### src/rtl/uart_rx_fifo_if.sv
// Bus between the UART receiver / register block and the receive FIFO.
// master: receiver + register interface side; slave: the FIFO itself.
interface uart_rx_fifo_if #(
    parameter int DEPTH = 16
);
    localparam int AW = $clog2(DEPTH);

    // Receiver side
    logic [7:0]  rsr;         // receiver shift register contents
    logic        valid_rx;    // receiver in STOP phase (level)
    logic [3:0]  data_len;    // character length, 5..8, others mean 8

    // Register interface controls
    logic        flush;       // synchronous FIFO clear
    logic        rd_en;       // pop request
    logic [AW:0] thresh;      // interrupt threshold, 0 disables
    logic        clr_ovr;     // clear sticky overrun

    // FIFO status / read port
    logic [7:0]  rd_data;     // head entry, 0 when empty
    logic        rd_valid;    // FIFO not empty
    logic        full;        // level == DEPTH
    logic [AW:0] level;       // stored entries, 0..DEPTH
    logic        overrun;     // sticky: a character was dropped
    logic        irq_thresh;  // thresh != 0 and level >= thresh

    modport master (
        output rsr, valid_rx, data_len, flush, rd_en, thresh, clr_ovr,
        input  rd_data, rd_valid, full, level, overrun, irq_thresh
    );

    modport slave (
        input  rsr, valid_rx, data_len, flush, rd_en, thresh, clr_ovr,
        output rd_data, rd_valid, full, level, overrun, irq_thresh
    );
endinterface

### src/rtl/uart_rx_fifo.sv
// Receive FIFO sitting behind the UART receiver. Each completed character
// (rising edge of valid_rx) is masked to the configured length and queued
// in a DEPTH-entry circular buffer with a show-ahead read port.
module uart_rx_fifo #(
    parameter int DEPTH = 16
) (
    input  logic           clk,
    input  logic           rstn,
    uart_rx_fifo_if.slave  bus
);
    localparam int AW = $clog2(DEPTH);
    localparam logic [AW:0] PTR_ONE = (AW + 1)'(1);

    // ------------------------------------------------------------------
    // State
    // ------------------------------------------------------------------
    logic          r_valid_d;           // previous valid_rx, for edge detect
    logic [AW:0]   r_wr_ptr;            // write pointer with wrap bit
    logic [AW:0]   r_rd_ptr;            // read pointer with wrap bit
    logic          r_overrun;           // sticky dropped-character flag
    logic [7:0]    r_mem [DEPTH];       // character storage

    // ------------------------------------------------------------------
    // Combinational helpers
    // ------------------------------------------------------------------
    logic          w_push;              // one-cycle pulse per character
    logic          w_empty;
    logic          w_full;
    logic          w_pop;               // accepted pop
    logic          w_wr_en;             // accepted push
    logic          w_drop;              // push lost because FIFO is full
    logic [AW:0]   w_level;
    logic [7:0]    w_mask;
    logic [7:0]    w_wr_data;

    // A new character is the rising edge of the STOP-phase level, so a
    // long STOP bit still yields exactly one push.
    assign w_push = bus.valid_rx & ~r_valid_d;

    // Extra pointer MSB distinguishes full from empty when the indices match.
    assign w_level = r_wr_ptr - r_rd_ptr;
    assign w_empty = (r_wr_ptr == r_rd_ptr);
    assign w_full  = (r_wr_ptr[AW] != r_rd_ptr[AW]) &&
                     (r_wr_ptr[AW-1:0] == r_rd_ptr[AW-1:0]);

    // Pops on an empty FIFO are silently ignored; flush overrides both sides.
    assign w_pop   = bus.rd_en & ~w_empty & ~bus.flush;

    // When full, a same-cycle pop frees the head slot, which is exactly the
    // slot the write index points at, so the push can be accepted.
    assign w_wr_en = w_push & (~w_full | w_pop) & ~bus.flush;
    assign w_drop  = w_push & w_full & ~w_pop & ~bus.flush;

    // Decode the character length into a byte mask; unsupported lengths
    // fall back to a full 8-bit character.
    always_comb begin
        // NOTE: default assigned first so every path drives w_mask and no latch is inferred.
        w_mask = 8'hFF;
        unique case (bus.data_len)
            4'd5:    w_mask = 8'h1F;
            4'd6:    w_mask = 8'h3F;
            4'd7:    w_mask = 8'h7F;
            default: w_mask = 8'hFF;
        endcase
    end

    assign w_wr_data = bus.rsr & w_mask;

    // ------------------------------------------------------------------
    // Sequential logic
    // ------------------------------------------------------------------

    // Delay valid_rx by one cycle for rising-edge detection.
    always_ff @(posedge clk or negedge rstn) begin
        // NOTE: non-blocking assignments in clocked blocks so every register samples pre-edge values.
        if (!rstn) begin
            r_valid_d <= 1'b0;
        end else begin
            r_valid_d <= bus.valid_rx;
        end
    end

    // Pointer management: flush clears both, otherwise advance on accepted
    // push and/or pop independently.
    always_ff @(posedge clk or negedge rstn) begin
        if (!rstn) begin
            r_wr_ptr <= '0;
            r_rd_ptr <= '0;
        end else if (bus.flush) begin
            r_wr_ptr <= '0;
            r_rd_ptr <= '0;
        end else begin
            if (w_wr_en) begin
                r_wr_ptr <= r_wr_ptr + PTR_ONE;
            end
            if (w_pop) begin
                r_rd_ptr <= r_rd_ptr + PTR_ONE;
            end
        end
    end

    // Storage write; contents survive flush and reset.
    always_ff @(posedge clk) begin
        // NOTE: the array has no reset; stale entries are unreachable because rd_data is gated by rd_valid.
        if (w_wr_en) begin
            r_mem[r_wr_ptr[AW-1:0]] <= w_wr_data;
        end
    end

    // Sticky overrun: a drop sets it and wins over a same-cycle clear;
    // flush leaves it alone.
    always_ff @(posedge clk or negedge rstn) begin
        if (!rstn) begin
            r_overrun <= 1'b0;
        end else if (w_drop) begin
            r_overrun <= 1'b1;
        end else if (bus.clr_ovr) begin
            r_overrun <= 1'b0;
        end
    end

    // ------------------------------------------------------------------
    // Outputs, all combinational from registered state
    // ------------------------------------------------------------------
    assign bus.rd_data    = w_empty ? 8'h00 : r_mem[r_rd_ptr[AW-1:0]];
    assign bus.rd_valid   = ~w_empty;
    assign bus.full       = w_full;
    assign bus.level      = w_level;
    assign bus.overrun    = r_overrun;
    assign bus.irq_thresh = (bus.thresh != '0) && (w_level >= bus.thresh);

endmodule
### src/flat_wrapper.sv
// flat-port wrapper written by rule: the top's interface ports become plain ports
module uart_rx_fifo_flat 
#(
    parameter int DEPTH = 16
)
  (clk, rstn, bus_rsr, bus_valid_rx, bus_data_len, bus_flush, bus_rd_en, bus_thresh, bus_clr_ovr, bus_rd_data, bus_rd_valid, bus_full, bus_level, bus_overrun, bus_irq_thresh);
  uart_rx_fifo_if #(.DEPTH(DEPTH)) bus_i ();
  input  logic clk;
  input  logic rstn;
  input wire logic [$bits(bus_i.rsr)-1:0] bus_rsr;
  input wire logic [$bits(bus_i.valid_rx)-1:0] bus_valid_rx;
  input wire logic [$bits(bus_i.data_len)-1:0] bus_data_len;
  input wire logic [$bits(bus_i.flush)-1:0] bus_flush;
  input wire logic [$bits(bus_i.rd_en)-1:0] bus_rd_en;
  input wire logic [$bits(bus_i.thresh)-1:0] bus_thresh;
  input wire logic [$bits(bus_i.clr_ovr)-1:0] bus_clr_ovr;
  output wire logic [$bits(bus_i.rd_data)-1:0] bus_rd_data;
  output wire logic [$bits(bus_i.rd_valid)-1:0] bus_rd_valid;
  output wire logic [$bits(bus_i.full)-1:0] bus_full;
  output wire logic [$bits(bus_i.level)-1:0] bus_level;
  output wire logic [$bits(bus_i.overrun)-1:0] bus_overrun;
  output wire logic [$bits(bus_i.irq_thresh)-1:0] bus_irq_thresh;
  assign bus_i.rsr = bus_rsr;
  assign bus_i.valid_rx = bus_valid_rx;
  assign bus_i.data_len = bus_data_len;
  assign bus_i.flush = bus_flush;
  assign bus_i.rd_en = bus_rd_en;
  assign bus_i.thresh = bus_thresh;
  assign bus_i.clr_ovr = bus_clr_ovr;
  assign bus_rd_data = bus_i.rd_data;
  assign bus_rd_valid = bus_i.rd_valid;
  assign bus_full = bus_i.full;
  assign bus_level = bus_i.level;
  assign bus_overrun = bus_i.overrun;
  assign bus_irq_thresh = bus_i.irq_thresh;
  uart_rx_fifo #(.DEPTH(DEPTH)) u_core (.clk(clk), .rstn(rstn), .bus(bus_i));
endmodule
### config.mk
export PLATFORM = sky130hd
export DESIGN_NAME = uart_rx_fifo_flat
export DESIGN_NICKNAME = d
export VERILOG_FILES = /design/src/rtl/uart_rx_fifo_if.sv /design/src/rtl/uart_rx_fifo.sv /design/src/flat_wrapper.sv
export SDC_FILE = /design/constraint.sdc
export NUM_CORES = 1
export LEC_CHECK = 0
export ABC_CLOCK_PERIOD_IN_PS = 3950
export CORE_ASPECT_RATIO = 0.8
export CORE_MARGIN = 2
export CORE_UTILIZATION = 44
export DETAILED_ROUTE_END_ITERATION = 8
export PLACE_DENSITY = 0.64
export SETUP_SLACK_MARGIN = 0.05
export SLEW_MARGIN = 30
export SYNTH_ARGS = -nofsm -noshare
export SYNTH_HDL_FRONTEND = slang
export SYNTH_SLANG_ARGS = --single-unit
### constraint.sdc
create_clock -name clk -period 3.95 [get_ports clk]
set_input_delay 0.79 -clock clk [delete_from_list [all_inputs] [get_ports clk]]
set_output_delay 0.79 -clock clk [all_outputs]
set_load 0.1 [all_outputs]
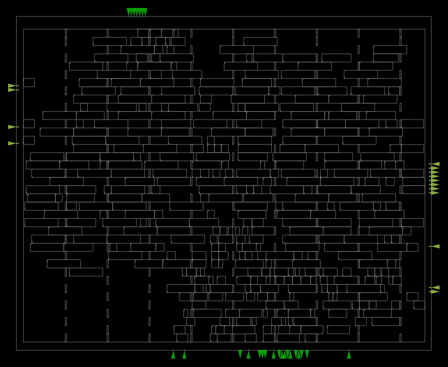
final_placement.png
Core Util, Final: 0.546
flop share of the area: 0.555
area of the core: 13700 um2
fill count: 1073
# rows: 38

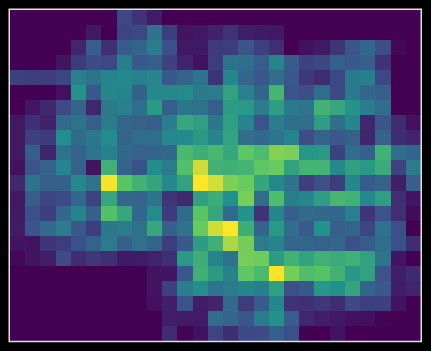
wire_density.png
Scale: 3 px per um. The die is cut into 27 by 22 equal tiles; dark purple is low, yellow is high, scaled to the fullest tile. Values are wire area over tile area, all layers added.
fullest tile	0.46
densest ninth of the die	centre
tiles over half the peak	17%
nearly empty tiles	20%
drt wl/cell: 21.5 um
Vias: 3154

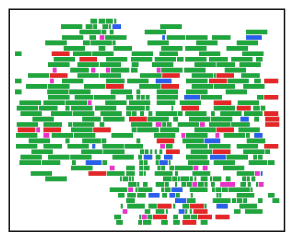
drive_strength.png
Scale: 2 px per um.
colour	size	cells	most used
magenta	drive 3 to 4	24	buf_4
red	drive 6 and up	33	clkbuf_16
green	drive 1 or less	323	edfxtp_1
blue	drive 2	21	mux4_2

-- state kept, by name (all words and copies together) (netlist names) --
signal and count:
u_core.r_mem 128, u_core.r_rd_ptr 5, u_core.r_wr_ptr 5, u_core.bus.overrun 1, u_core.r_valid_d 1
-- cell type report --
cell class                 instances  area share
sequential                       140       0.555
tap                              180      0.0301
clock buffer                      19      0.0608
inverter                          16     0.00804
clock inverter                    13      0.0112
timing repair buffer              50      0.0831
multi-input combinational        163       0.252
-- layer usage --
layer / track usage / routed length, um
met4: 0.0508 / 27
met5: 0 / 0
met1: 0.265 / 5690
met3: 0.0421 / 826
met2: 0.280 / 5940
-- worst register-to-register path, stage by stage, from the launching register on --
cell and delay, ps:
dfrtp_1 380, inv_2 260, ha_1 360, nand4_1 140, buf_4 160, o31ai_4 140
nor4b_1 470, and2_1 570
-- power breakdown --
part | switching (mW) | internal (mW)
logic | 0.554 | 0.316
clock network | 0.592 | 0.840
registers | 0.00530 | 1.63
total | 1.15 | 2.79
-- cell usage in the layout, fill, tap and decap left out, drive strengths merged, types with 11 or more instances in the layout --
cell / n
and2: 16
ha: 14
dfrtp: 12
clkbuf: 19
buf: 27
nor2: 11
mux4: 32
inv: 25
edfxtp: 128
a211oi: 14
clkdlybuf4s50: 23
-- path summary, 6_finish.rpt --
check	startpoint	end	slack (ps)	cells after the start
max	u_core.r_wr_ptr[0]	bus_irq_thresh	240	11
min	u_core.bus.overrun	u_core.bus.overrun	500	2
max reg2reg	u_core.r_rd_ptr[3]	u_core.r_mem[10][4]	1100	7
min reg2reg	u_core.bus.overrun	u_core.bus.overrun	500	2
max in group asynchronous	rstn	u_core.r_wr_ptr[2]	2790	1
min in group asynchronous	rstn	u_core.r_wr_ptr[3]	760	1
==> out/summary.txt <==
Status - completed
Worst-Skew Late Latency - 410 ps
Die ar. - 15100 um2
Top cells by count, synth - edfxtp_1 (128), mux4_1 (26), and2_1 (16)
Chip area in the Yosys report - 6210 um2
Unique cell types - 47
Leak - 2.62 nW
CP delay by family, top - adder cells
Final Instance Count excl. Fillers - 581
Count of library flops with an enable pin - 128
H-tree Lvls - 4
Fin. Hold Viols - 0
Top FF cell, synth - edfxtp_1
Ao+oa area frac - 0.0461
Synth warnings - 0
Worst Path Max Fanout - 4
Layout Nets - 426
Worst Path Buf+Inv - 3
Async S/R FF share, synth - 0.0857
Crit end category - output pin
Clk root buf - clkbuf_16
Vias in the first global route - 3284
# resized after CTS - 0
Worst VDD drop - 579 uV
Die Ht - 110 um
Kind of critical path - reg -> out
Post-synthesis cell type with the largest instance count - edfxtp_1
Longest Clk Path Bufs - 2
Critical Path AT - 2920 ps
Simple-gate share of the synthesized area - 0.0560
Overall Power - 3.94 mW
CTS Sinks - 140
Slew @ Worst Pin - 960 ps
Drt drc - 0
Iteration tally of the first detailed-router pass - 5
Power and IR drop assume default switching activity.
